**Run 1: layout detail**

Bar = 5 um. Region (25, 39) to (45, 59) um. Cells in grey, sequential cells in the stronger grey; small squares are vias.
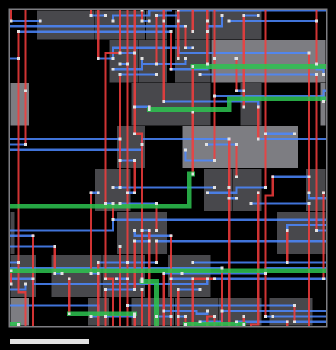
**Run 1: wire density map**

14 x 14 tiles, from white (low) to dark blue (high), scaled to the fullest tile. Values are wire area over tile area, all layers added.
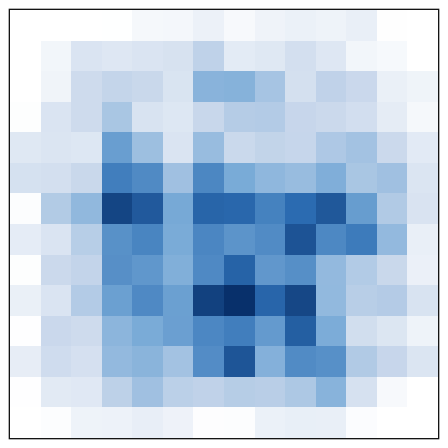
**Run 1: the clock network**

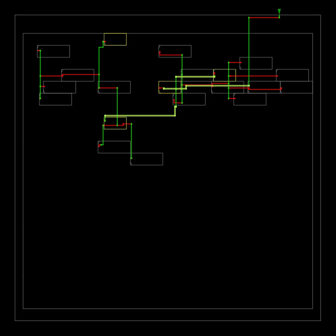
==> config.mk <==
export PLATFORM = sky130hd
export DESIGN_NAME = alu4_arbiter
export DESIGN_NICKNAME = d
export VERILOG_FILES = /design/src/rtl/alu4_pkg.sv /design/src/rtl/alu4_core.sv /design/src/rtl/alu4_arbiter.sv
export SDC_FILE = /design/constraint.sdc
export NUM_CORES = 1
export LEC_CHECK = 0
export CAP_MARGIN = 20
export CORE_MARGIN = 1.5
export CORE_UTILIZATION = 42
export DETAILED_ROUTE_END_ITERATION = 8
export GPL_TIMING_DRIVEN = 0
export PLACE_DENSITY_LB_ADDON = 0.2
export SYNTH_ARGS = -nofsm -noshare
export SYNTH_HDL_FRONTEND = slang
export SYNTH_SLANG_ARGS = --single-unit
export TNS_END_PERCENT = 20
==> constraint.sdc <==
create_clock -name clk -period 4 [get_ports clk]
set_clock_uncertainty 0.05 [all_clocks]
set_input_delay 1.2 -clock clk [delete_from_list [all_inputs] [get_ports clk]]
set_output_delay 1.2 -clock clk [all_outputs]
set_load 0.005 [all_outputs]
==> reports/summary.txt, run 1 <==
proportion of layout cells with a drive suffix above 1: 0.105
Synth top area share: 0.173
clock network fraction of total power: 0.248
Synth flops: 16
post-place instance area: 2330 sq um
gr busiest metal: met2
met1 usage: 0.384
outcome: finished, final reports clean
syn nets: 295
clk sink count: 16
register area: 320 sq um
I/O pin cnt: 44
slowest cell on the critical path: fa_1
P per Cell Area: 231 nW/um^2
CTS tree: built
crit share post-route: 0.955
wire length on met3: 686 um
yosys adder share: 0.0958
share of total power in combinational logic: 0.443
Yosys top cell by area: dfxtp_1
Final Instance Area: 2480 sq um
syn avg cell area: 7.27 sq um
P_comb: 0.253 mW
distinct lib cells: 57
YS warnings: 0
critical path endpoint category: register
Routed WL per cell: 18.9 um
Post-CTS Setup Inserts: 4
Worst-Margin Slew: 0.625 ns
leak pwr: 1.01 nW
Switching Share: 0.349
sequential power share: 0.309
Root Buffer: clkbuf_8
MUX share of area: 0.0331
f_max: 0.262 GHz
logic area: 1400 sq um
Simple-Gate Area Share: 0.285
critical path arrival: 3.90 ns
switching power total: 0.200 mW
most frequent logic cell in the layout: clkdlybuf4s50_1
Crit path depth: 13
largest net degree at the start of global routing: 16
XOR Share, Synth: 0.0472
Buffers on Ports: 41
Post-synth EDFFs: 0
met2 wire len: 3.05 mm
filler cell count: 411
fin nets: 346
Seq share, synth: 0.173
VDD IR max: 0.000150 V
most instantiated library cell after synthesis: nand2_1
FP Util: 0.451
via/cell ratio: 6.39
r2r setup slk: 1.10 ns
tool warnings: 31
# setup viols final: 0
# Cells Yosys: 255
crit-path cells: dlygate4sd2_1 > a21bo_2 > buf_6 > o31a_1 > a21oi_2 > inv_1 > ha_1 > fa_1 > a21o_1 > nand2_1 > a211oi_1 > a311oi_1 > a21oi_1
Internal Power: 0.372 mW
final hold violation count: 0
top cells by count, synth: 32 x nand2_1, 18 x nor2_1, 16 x dfxtp_1
Max Root-Sink Buffers: 2
Post-DP HPWL: 4.97 mm
Pwr top: combinational logic
Seq power: 0.176 mW
Critical Path Fanout Max: 10
chip area: 4820 sq um
H-tree levels: 1
max reg flops: 8
Worst Path Buf+Inv: 3
row count: 23
routability cong.: 0.964
R2R depth: 12
# resized after CTS: 13
DR iter-0 viols: 307
CP delay by family, top: AND-OR/OR-AND gates
vias in the first global route: 2,112
grt met3 use: 0.0567
Met1 Routed Length: 2.78 mm
Slew HR: 0.580
mapped cell area: 1850 sq um
Core Area: 4120 sq um
-- 'layout detail' (at the start) --
colour	layer
red	M2
green	M3
blue	M1
sequential cells in the window	2
most frequent	o31ai_1 (3)
cells with their middle in the window	28

-- 'wire density map' (at the start) --
densest ninth of the die	middle
tiles over half the peak	22%
nearly empty tiles	11%
mean over tiles	0.23
fullest tile	0.76
Total Wirelength: 6.69 mm
Overall Global Routing Usage: 0.277

-- 'the clock network' (at the start) --
clk ins delay skew pair: 0.25 ns
clkbuf count: 4
clk pwr: 0.142 mW
total CTS buffers: 3
sequential cell count: 16

run 1: final cells by class:
cell class,count,area share
buffer,19,0.0419
clock buffer,4,0.0222
inverter,15,0.0278
multi-input combinational,203,0.567
sequential,16,0.129
tap,50,0.0253
timing repair buffer,48,0.187
run 1: metrics by stage:
step,setup slack (ns),power [mW],hold slack [ns],std cells
6_report,0.181,0.571,0.404,355
3_5_place_dp,-0.548,0.416,0.402,346
4_1_cts,0.00154,0.565,0.411,352
2_1_floorplan,0.460,0.322,0.402,255
3_3_place_gp,-0.561,0.416,0.400,346
5_1_grt,0.102,0.603,0.436,355
==> inputs of run 2 (changes only) <==
--- a/config.mk
+++ b/config.mk
@@ -11,6 +11,8 @@
 export DETAILED_ROUTE_END_ITERATION = 8
 export GPL_TIMING_DRIVEN = 0
 export PLACE_DENSITY_LB_ADDON = 0.2
+export REMOVE_ABC_BUFFERS = 1
+export SKIP_LAST_GASP = 1
 export SYNTH_ARGS = -nofsm -noshare
 export SYNTH_HDL_FRONTEND = slang
 export SYNTH_SLANG_ARGS = --single-unit
**Run 2: I/O pins on the die edge**

Bar = 20 um. Pins as bars across the die edge, other pins in grey.
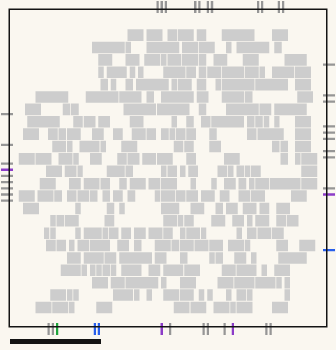
colour	port	pins	direction	edge
green	`req1_ready`	1	output	bottom
purple	`req1_a`	4	input	2 bottom, 1 right, 1 left
blue	`req1_op`	3	input	2 bottom, 1 right
Die Ht: 69.4 um
Buffers on Ports: 43
die width: 69.4 um

**Run 2: layout detail**

Bar = 5 um. Region (25, 39) to (45, 59) um. Cells in grey, sequential cells in the stronger grey; small squares are vias.
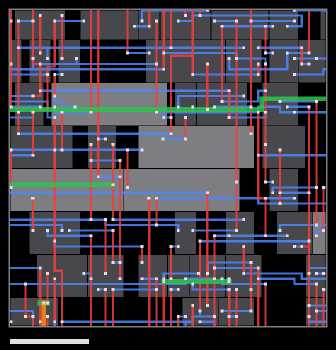
colour	layer
green	M3
orange	M4
blue	M1
red	M2
most frequent	nor2_1 (5), xor2_1 (4), dfxtp_1 (4)
sequential cells in the window	4
cells with their middle in the window	38

==> reports/summary.txt, run 2 <==
Synth top area share: 0.173 (unchanged)
Final Instance Area: 2380 sq um (-3.8%)
P_comb: 0.241 mW (-5%)
YS warnings: 0 (unchanged)
r2r setup slk: 1.11 ns (about the same)
Core Area: 4120 sq um (unchanged)
clk ins delay skew pair: 0.25 ns (about the same)
crit-path cells: clkdlybuf4s50_1 > nand2b_4 > nand3_4 > inv_6 > clkdlybuf4s50_1
# setup viols final: 2 (+2)
fin nets: 328 (-5.2%)
Post-synth EDFFs: 0 (unchanged)
Max Root-Sink Buffers: 2 (unchanged)
Crit path depth: 5 (-8)
violated checks: setup timing
clock network fraction of total power: 0.251 (+0.003)
I/O pin cnt: 44 (unchanged)
H-tree levels: 1 (unchanged)
chip area: 4820 sq um (unchanged)
total CTS buffers: 3 (unchanged)
gr busiest metal: met2
slowest cell on the critical path: clkdlybuf4s50_1
Worst-Margin Slew: 0.703 ns (+0.0781 ns)
Worst Path Buf+Inv: 3 (unchanged)
R2R depth: 11 (-1)
Switching Share: 0.342 (-0.00720)
post-place instance area: 2250 sq um (-3.1%)
filler cell count: 404 (-1.7%)
crit share post-route: 1.03 (+0.0705)
critical path endpoint category: output pin
FP Util: 0.451 (unchanged)
Synth flops: 16 (unchanged)
met1 usage: 0.330 (-0.0543)
Seq power: 0.177 mW (about the same)
Post-DP HPWL: 4.10 mm (-18%)
Place WS: -1.62 ns (-1.07 ns)
Final Total Pwr: 0.557 mW (-2.6%)
wire length on met3: 533 um (-22%)
final hold violation count: 0 (unchanged)
via/cell ratio: 6.25 (-2.2%)
critical path arrival: 2.85 ns (-1.05 ns)
Slew HR: 0.528 (-0.0518)
CP delay by family, top: buffers and inverters
f_max: 0.244 GHz (-6.9%)
Seq share, synth: 0.173 (unchanged)
top cells by count, synth: 32 x nand2_1, 18 x nor2_1, 16 x dfxtp_1
leak pwr: 0.945 nW (-6.8%)
largest net degree at the start of global routing: 29 (+13)
syn avg cell area: 7.27 sq um (unchanged)
sequential power share: 0.317 (+0.008)
P per Cell Area: 234 nW/um^2 (+1.3%)
row count: 23 (unchanged)
distinct lib cells: 57 (unchanged)
clk pwr: 0.140 mW (about the same)
final worst slack: -0.100 ns (-0.282 ns)
max reg flops: 8 (unchanged)
Yosys top cell by area: dfxtp_1
share of total power in combinational logic: 0.432 (-0.011)
DR iter-0 viols: 226 (-26%)
VDD IR max: 0.000181 V (+21%)
Critical Path Fanout Max: 18 (+8)
outcome: finished with violations
routability cong.: 0.931 (-3.5%)
hold_ws: 0.430 ns (+0.0256 ns)
switching power total: 0.190 mW (-4.6%)
**Run 2: logic cells by family**

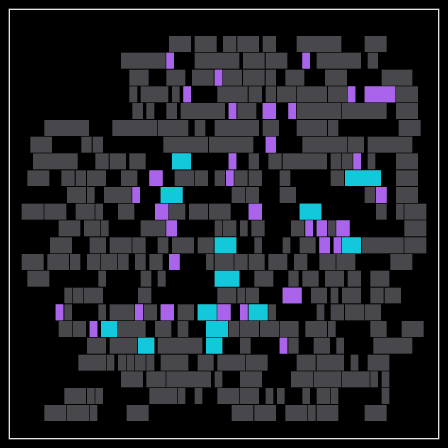
colour	family	cells
purple	nor cells	33
cyan	non-inverting ao/oa cells	13
multi-input combinational area share: 0.593
fin cells: 337
most frequent logic cell in the layout: clkdlybuf4s50_1

==> run 2: cell families after synthesis <==
| group | synth area share |
|---|---|
| fa+ha+maj | 0.0958 |
| mux | 0.0331 |
| simple gates | 0.285 |
| flops | 0.173 |
| compound gates | 0.281 |
| buf+inv | 0.0843 |
| xor+xnor | 0.0472 |
==> run 2: final cells by class <==
type,count,area (sq um),share of cell area
Clock buffer,4,55.1,0.0231
Sequential cell,16,320,0.134
Timing Repair inverter,1,5.00,0.00210
Timing Repair Buffer,48,463,0.194
Inverter,15,65.1,0.0273
Tap cell,50,62.6,0.0262
Multi-Input combinational cell,203,1410,0.593
==> run 2: what timing repair did <==
action / 4_1_cts / 5_1_grt
setup buffers: 4 / 0
endpoints found under the setup margin: 7 / 5
resized: 13 / 3
cloned: 1 / 0
pin swaps: 1 / 0
Power figures rest on the tool's default switching activity, not on a simulated workload.
